**src/rtl/iir_filter_gen_pkg.sv**
```systemverilog
// Package iir_pkg: default generics, width helpers and the output saturator
// shared by the IIR filter core and its sub-modules.
package iir_pkg;

  localparam int DW_DEF    = 11;
  localparam int CW_DEF    = 11;
  localparam int ORDER_DEF = 2;
  localparam int FRAC_DEF  = 10;

  // Width of the value handed to saturate(); any accumulator up to 64 bits fits.
  localparam int SAT_IN_W = 64;

  // Ceiling log2, usable in constant expressions.
  function automatic int clog2(input int value);
    int v;
    int r;
    v = value - 32'sd1;
    r = 32'sd0;
    while (v > 32'sd0) begin
      r = r + 32'sd1;
      v = v >>> 1;
    end
    return r;
  endfunction

  // Accumulator width: a full product plus guard bits for 2N+1 terms.
  function automatic int acc_width(input int dw, input int cw, input int order);
    return dw + cw + clog2(32'sd2 * order + 32'sd1);
  endfunction

  localparam int ACC_W_DEF = acc_width(DW_DEF, CW_DEF, ORDER_DEF);

  // Clamp a sign-extended accumulator value to the signed dw-bit range.
  // sat is raised whenever the value had to be clamped.
  function automatic logic signed [SAT_IN_W-1:0] saturate(
    input  logic signed [SAT_IN_W-1:0] value,
    input  int                         dw,
    output logic                       sat
  );
    logic signed [SAT_IN_W-1:0] max_v;
    logic signed [SAT_IN_W-1:0] min_v;
    max_v = (64'sd1 <<< (dw - 32'sd1)) - 64'sd1;
    min_v = -(64'sd1 <<< (dw - 32'sd1));
    if (value > max_v) begin
      sat = 1'b1;
      return max_v;
    end else if (value < min_v) begin
      sat = 1'b1;
      return min_v;
    end else begin
      sat = 1'b0;
      return value;
    end
  endfunction

endpackage

```
**src/rtl/iir_filter_gen_if.sv**
```systemverilog
// Sample/coefficient bus of the IIR filter core.
//   master: drives DIN, VIN, B, A, COEF_LD; observes DOUT, VOUT, SAT
//   slave : the filter core
interface iir_filter_gen_if #(
  parameter int DW    = 11,
  parameter int CW    = 11,
  parameter int ORDER = 2
);
  logic signed [DW-1:0]           DIN;
  logic                           VIN;
  logic [(ORDER+1)*CW-1:0]        B;
  logic [ORDER*CW-1:0]            A;
  logic                           COEF_LD;
  logic signed [DW-1:0]           DOUT;
  logic                           VOUT;
  logic                           SAT;

  modport master (output DIN, VIN, B, A, COEF_LD, input  DOUT, VOUT, SAT);
  modport slave  (input  DIN, VIN, B, A, COEF_LD, output DOUT, VOUT, SAT);
endinterface

```
**src/rtl/iir_filter_gen_delay_line.sv**
```systemverilog
// iir_delay_line: one history line of the filter.
//   CLK, RST_n : clock, async active-low reset
//   EN         : shift D into tap 0, older taps move up
//   CLR        : synchronous clear of all taps, wins over EN
//   D          : newest value
//   TAPS       : flat taps, tap 0 (most recent) in the LSBs
module iir_delay_line #(
  parameter int W     = 11,
  parameter int DEPTH = 2
) (
  input  logic             CLK,
  input  logic             RST_n,
  input  logic             EN,
  input  logic             CLR,
  input  logic [W-1:0]     D,
  output logic [W*DEPTH-1:0] TAPS
);

  logic [W*DEPTH-1:0] taps_r;
  logic [W*DEPTH-1:0] shifted_s;

  // A depth-1 line has nothing older to keep, so it just takes D.
  if (DEPTH == 1) begin : g_single
    assign shifted_s = D;
  end else begin : g_multi
    assign shifted_s = {taps_r[W*(DEPTH-1)-1:0], D};
  end

  // Tap storage: clear has priority over shift.
  always_ff @(posedge CLK or negedge RST_n) begin
    if (!RST_n) begin
      taps_r <= '0;
    end else if (CLR) begin
      taps_r <= '0;
    end else if (EN) begin
      taps_r <= shifted_s;
    end
  end

  assign TAPS = taps_r;

endmodule

```
**src/rtl/iir_filter_gen.sv**
```systemverilog
// iir_filter_gen: parametrised direct-form-I IIR filter with run-time
// coefficient load, output saturation and VIN-gated state advance.
//   CLK, RST_n : clock, async active-low reset
//   bus (slave): DIN/VIN sample in, B/A coefficients with COEF_LD,
//                DOUT/VOUT/SAT result two edges after VIN
module iir_filter_gen
  import iir_pkg::*;
#(
  parameter int DW    = DW_DEF,
  parameter int CW    = CW_DEF,
  parameter int ORDER = ORDER_DEF,
  parameter int FRAC  = FRAC_DEF
) (
  input  logic            CLK,
  input  logic            RST_n,
  iir_filter_gen_if.slave bus
);

  localparam int PW    = DW + CW;
  localparam int ACC_W = acc_width(DW, CW, ORDER);

  logic signed [CW-1:0]       b_sh_r [0:ORDER];
  logic signed [CW-1:0]       a_sh_r [1:ORDER];
  logic signed [DW-1:0]       x_reg_r;
  logic                       v_reg_r;
  logic signed [DW-1:0]       dout_r;
  logic                       vout_r;
  logic                       sat_r;

  logic [ORDER*DW-1:0]        x_taps_s;
  logic [ORDER*DW-1:0]        y_taps_s;
  logic signed [DW-1:0]       xv_s [0:ORDER];
  logic signed [DW-1:0]       yv_s [1:ORDER];
  logic signed [PW-1:0]       prod_s;
  logic signed [ACC_W-1:0]    acc_s;
  logic signed [ACC_W-1:0]    shifted_s;
  logic signed [SAT_IN_W-1:0] sat_out_s;
  logic                       sat_s;
  logic signed [DW-1:0]       y_sat_s;

  // Shadow coefficients: only COEF_LD lets the live B/A bus in.
  always_ff @(posedge CLK or negedge RST_n) begin
    if (!RST_n) begin
      for (int k = 0; k <= ORDER; k++) b_sh_r[k] <= '0;
      for (int k = 1; k <= ORDER; k++) a_sh_r[k] <= '0;
    end else if (bus.COEF_LD) begin
      for (int k = 0; k <= ORDER; k++) b_sh_r[k] <= bus.B[k*CW +: CW];
      for (int k = 1; k <= ORDER; k++) a_sh_r[k] <= bus.A[(k-1)*CW +: CW];
    end
  end

  // Input stage: capture the sample and mark it in flight.
  always_ff @(posedge CLK or negedge RST_n) begin
    if (!RST_n) begin
      x_reg_r <= '0;
      v_reg_r <= 1'b0;
    end else begin
      if (bus.VIN) begin
        x_reg_r <= bus.DIN;
      end
      v_reg_r <= bus.VIN;
    end
  end

  // Histories advance only when a result is emitted; COEF_LD clears them.
  iir_delay_line #(.W(DW), .DEPTH(ORDER)) u_x_line (
    .CLK  (CLK),
    .RST_n(RST_n),
    .EN   (v_reg_r),
    .CLR  (bus.COEF_LD),
    .D    (x_reg_r),
    .TAPS (x_taps_s)
  );

  iir_delay_line #(.W(DW), .DEPTH(ORDER)) u_y_line (
    .CLK  (CLK),
    .RST_n(RST_n),
    .EN   (v_reg_r),
    .CLR  (bus.COEF_LD),
    .D    (y_sat_s),
    .TAPS (y_taps_s)
  );

  // Single-cycle MAC, arithmetic shift (floor) and clamp.
  always_comb begin
    xv_s[0] = x_reg_r;
    for (int k = 1; k <= ORDER; k++) begin
      xv_s[k] = x_taps_s[(k-1)*DW +: DW];
      yv_s[k] = y_taps_s[(k-1)*DW +: DW];
    end
    prod_s = '0;
    acc_s  = '0;
    for (int k = 0; k <= ORDER; k++) begin
      prod_s = PW'(xv_s[k]) * PW'(b_sh_r[k]);
      acc_s  = acc_s + ACC_W'(prod_s);
    end
    for (int k = 1; k <= ORDER; k++) begin
      prod_s = PW'(yv_s[k]) * PW'(a_sh_r[k]);
      acc_s  = acc_s - ACC_W'(prod_s);
    end
    shifted_s = acc_s >>> FRAC;
    sat_out_s = saturate(SAT_IN_W'(shifted_s), DW, sat_s);
    y_sat_s   = DW'(sat_out_s);
  end

  // Output stage: DOUT/SAT hold between results, VOUT is a one-cycle pulse.
  always_ff @(posedge CLK or negedge RST_n) begin
    if (!RST_n) begin
      dout_r <= '0;
      sat_r  <= 1'b0;
      vout_r <= 1'b0;
    end else begin
      if (v_reg_r) begin
        dout_r <= y_sat_s;
        sat_r  <= sat_s;
      end
      vout_r <= v_reg_r;
    end
  end

  assign bus.DOUT = dout_r;
  assign bus.VOUT = vout_r;
  assign bus.SAT  = sat_r;

endmodule

```
**src/flat_wrapper.sv**
```systemverilog
// flat-port wrapper written by rule: the top's interface ports become plain ports
module iir_filter_gen_flat import iir_pkg::*;
#(
  parameter int DW    = DW_DEF,
  parameter int CW    = CW_DEF,
  parameter int ORDER = ORDER_DEF,
  parameter int FRAC  = FRAC_DEF
)
  (CLK, RST_n, bus_DIN, bus_VIN, bus_B, bus_A, bus_COEF_LD, bus_DOUT, bus_VOUT, bus_SAT);
  iir_filter_gen_if #(.DW(DW), .CW(CW), .ORDER(ORDER)) bus_i ();
  input  logic CLK;
  input  logic RST_n;
  input wire logic [$bits(bus_i.DIN)-1:0] bus_DIN;
  input wire logic [$bits(bus_i.VIN)-1:0] bus_VIN;
  input wire logic [$bits(bus_i.B)-1:0] bus_B;
  input wire logic [$bits(bus_i.A)-1:0] bus_A;
  input wire logic [$bits(bus_i.COEF_LD)-1:0] bus_COEF_LD;
  output wire logic [$bits(bus_i.DOUT)-1:0] bus_DOUT;
  output wire logic [$bits(bus_i.VOUT)-1:0] bus_VOUT;
  output wire logic [$bits(bus_i.SAT)-1:0] bus_SAT;
  assign bus_i.DIN = bus_DIN;
  assign bus_i.VIN = bus_VIN;
  assign bus_i.B = bus_B;
  assign bus_i.A = bus_A;
  assign bus_i.COEF_LD = bus_COEF_LD;
  assign bus_DOUT = bus_i.DOUT;
  assign bus_VOUT = bus_i.VOUT;
  assign bus_SAT = bus_i.SAT;
  iir_filter_gen #(.DW(DW), .CW(CW), .ORDER(ORDER), .FRAC(FRAC)) u_core (.CLK(CLK), .RST_n(RST_n), .bus(bus_i));
endmodule
```
**config.mk**
```make
export PLATFORM = sky130hd
export DESIGN_NAME = iir_filter_gen_flat
export DESIGN_NICKNAME = d
export VERILOG_FILES = /design/src/rtl/iir_filter_gen_pkg.sv /design/src/rtl/iir_filter_gen_if.sv /design/src/rtl/iir_filter_gen_delay_line.sv /design/src/rtl/iir_filter_gen.sv /design/src/flat_wrapper.sv
export SDC_FILE = /design/constraint.sdc
export NUM_CORES = 2
export LEC_CHECK = 0
export CAP_MARGIN = 20
export CELL_PAD_IN_SITES_DETAIL_PLACEMENT = 0
export CELL_PAD_IN_SITES_GLOBAL_PLACEMENT = 1
export CORE_ASPECT_RATIO = 2
export CORE_MARGIN = 2
export CORE_UTILIZATION = 30
export CTS_CLUSTER_DIAMETER = 60
export DETAILED_ROUTE_END_ITERATION = 8
export PLACE_DENSITY_LB_ADDON = 0.1
export SLEW_MARGIN = 0
export SYNTH_ARGS = -nofsm -noshare
export SYNTH_HDL_FRONTEND = slang
export SYNTH_HIERARCHICAL = 1
export SYNTH_SLANG_ARGS = --single-unit
export TNS_END_PERCENT = 50
```
**constraint.sdc**
```tcl
create_clock -name CLK -period 21.5 [get_ports CLK]
set_input_delay 4.3 -clock CLK [delete_from_list [all_inputs] [get_ports CLK]]
set_output_delay 4.3 -clock CLK [all_outputs]
set_load 0.02 [all_outputs]
```
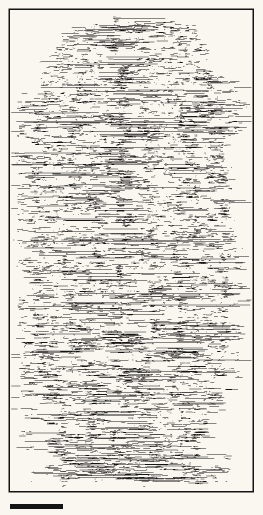
**Above:** signal wires on met1.
Scale bar: 50 um.
main direction	horizontal
share of all routed wire	34%
longest straight run	125 um
nets with wire on the layer	3772
wire length on this layer	33.6 mm

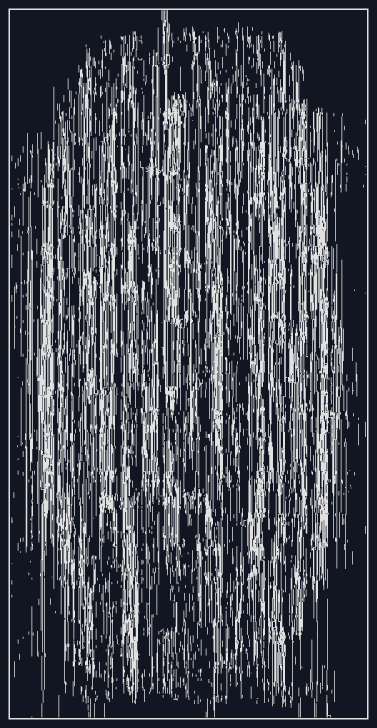
**Above:** met2 routing.
longest straight run	128 um
share of all routed wire	60%
main direction	vertical
wire length on this layer	58.9 mm
GR Util met2: 40.8%
Vias: 19607

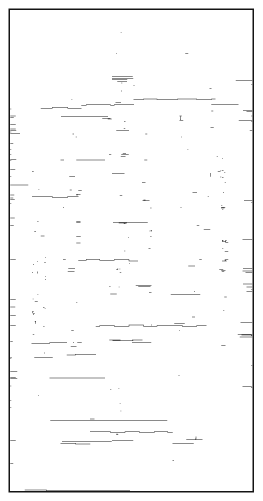
**Above:** M3 wires.
longest straight run	110 um
nets with wire on the layer	140
grt met3 use: 2.02%
WL final: 98200 um

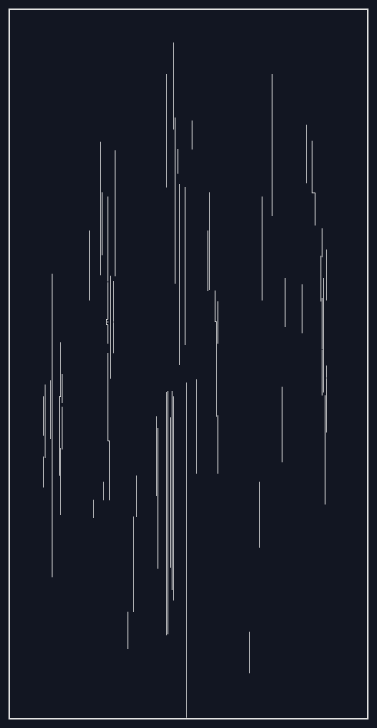
**Above:** signal wires on met4.
main direction	vertical
longest straight run	216 um

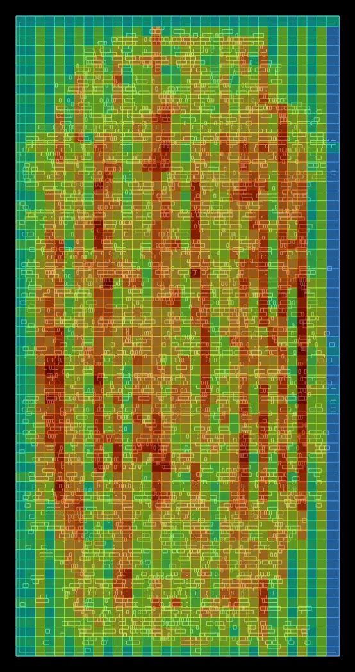
**Above:** routing congestion.
gr busiest metal: met2
GRT Total Usage: 19.9%
utilization after layout: 33.0%
WL/cell: 22.2 um
GR Util met1: 19.8%

## metal layers
metal	global-route usage [%]	part of all wire, %	vias to the layer above
met5	0	0	-
li1	-	-	8607
met4	7.85	3.8	0
met1	19.8	34	10553
met2	40.8	60	298
met3	2.02	1.9	149
## metrics by stage
step                setup slack [ns]  area, sq um  instances
floorplan                      13.23        30600       3066
global placement               12.12        32700       4378
finish                         12.11        33400       4413
CTS                            12.04        33300       4410
detailed placement             12.08        32700       4378
global route                   11.71        33300       4411
## state kept, by name, summed over array words and instances, names as in the netlist
register,count
u_core/a_sh_r,22
u_core/u_y_line/TAPS,22
u_core/x_reg_r,11
u_core/bus.VOUT,1
u_core/v_reg_r,1
u_core/u_x_line/TAPS,22
u_core/b_sh_r,33
u_core/bus.SAT,1
u_core/bus.DOUT,11
==> summary.txt <==
run metrics: tap cells 1336, Final nets a little over 4000, clock sink count ~120, Worst Path Required 21.88 ns, fillcell total 10590, count of clock buffers in the final design 19, Hold Crit Class reg -> reg, Min Hold Slack 0.512 ns, clk buf depth 2, Avg Inst Size Synth 9.99 sq um, Max Cap Viol 0, # rows 165, HP Start u_core/x_reg_r[5], CP top delay family adder cells, Worst Setup Start Kind flop, most frequent cells in the layout 928 x inv_1, 789 x fa_1, 342 x nand2_1, 222 x and2_1, 190 x ha_1, n_diodes 3, status finished clean, CTS buffer count 17, Top-area cell share 51.6%, top-count cell post-synth inv_1, unrepaired setup endpoints after global routing no, number of global-route vias before repair around 24000, Clock transition at path regs 0.07 ns, main flop type dfrtp_1, Setup TNS 0 ns, die width 230 um, Hold Crit Depth 1, initial antenna violation count 2, CP max FO 13, fraction of registers with async set/reset 100%
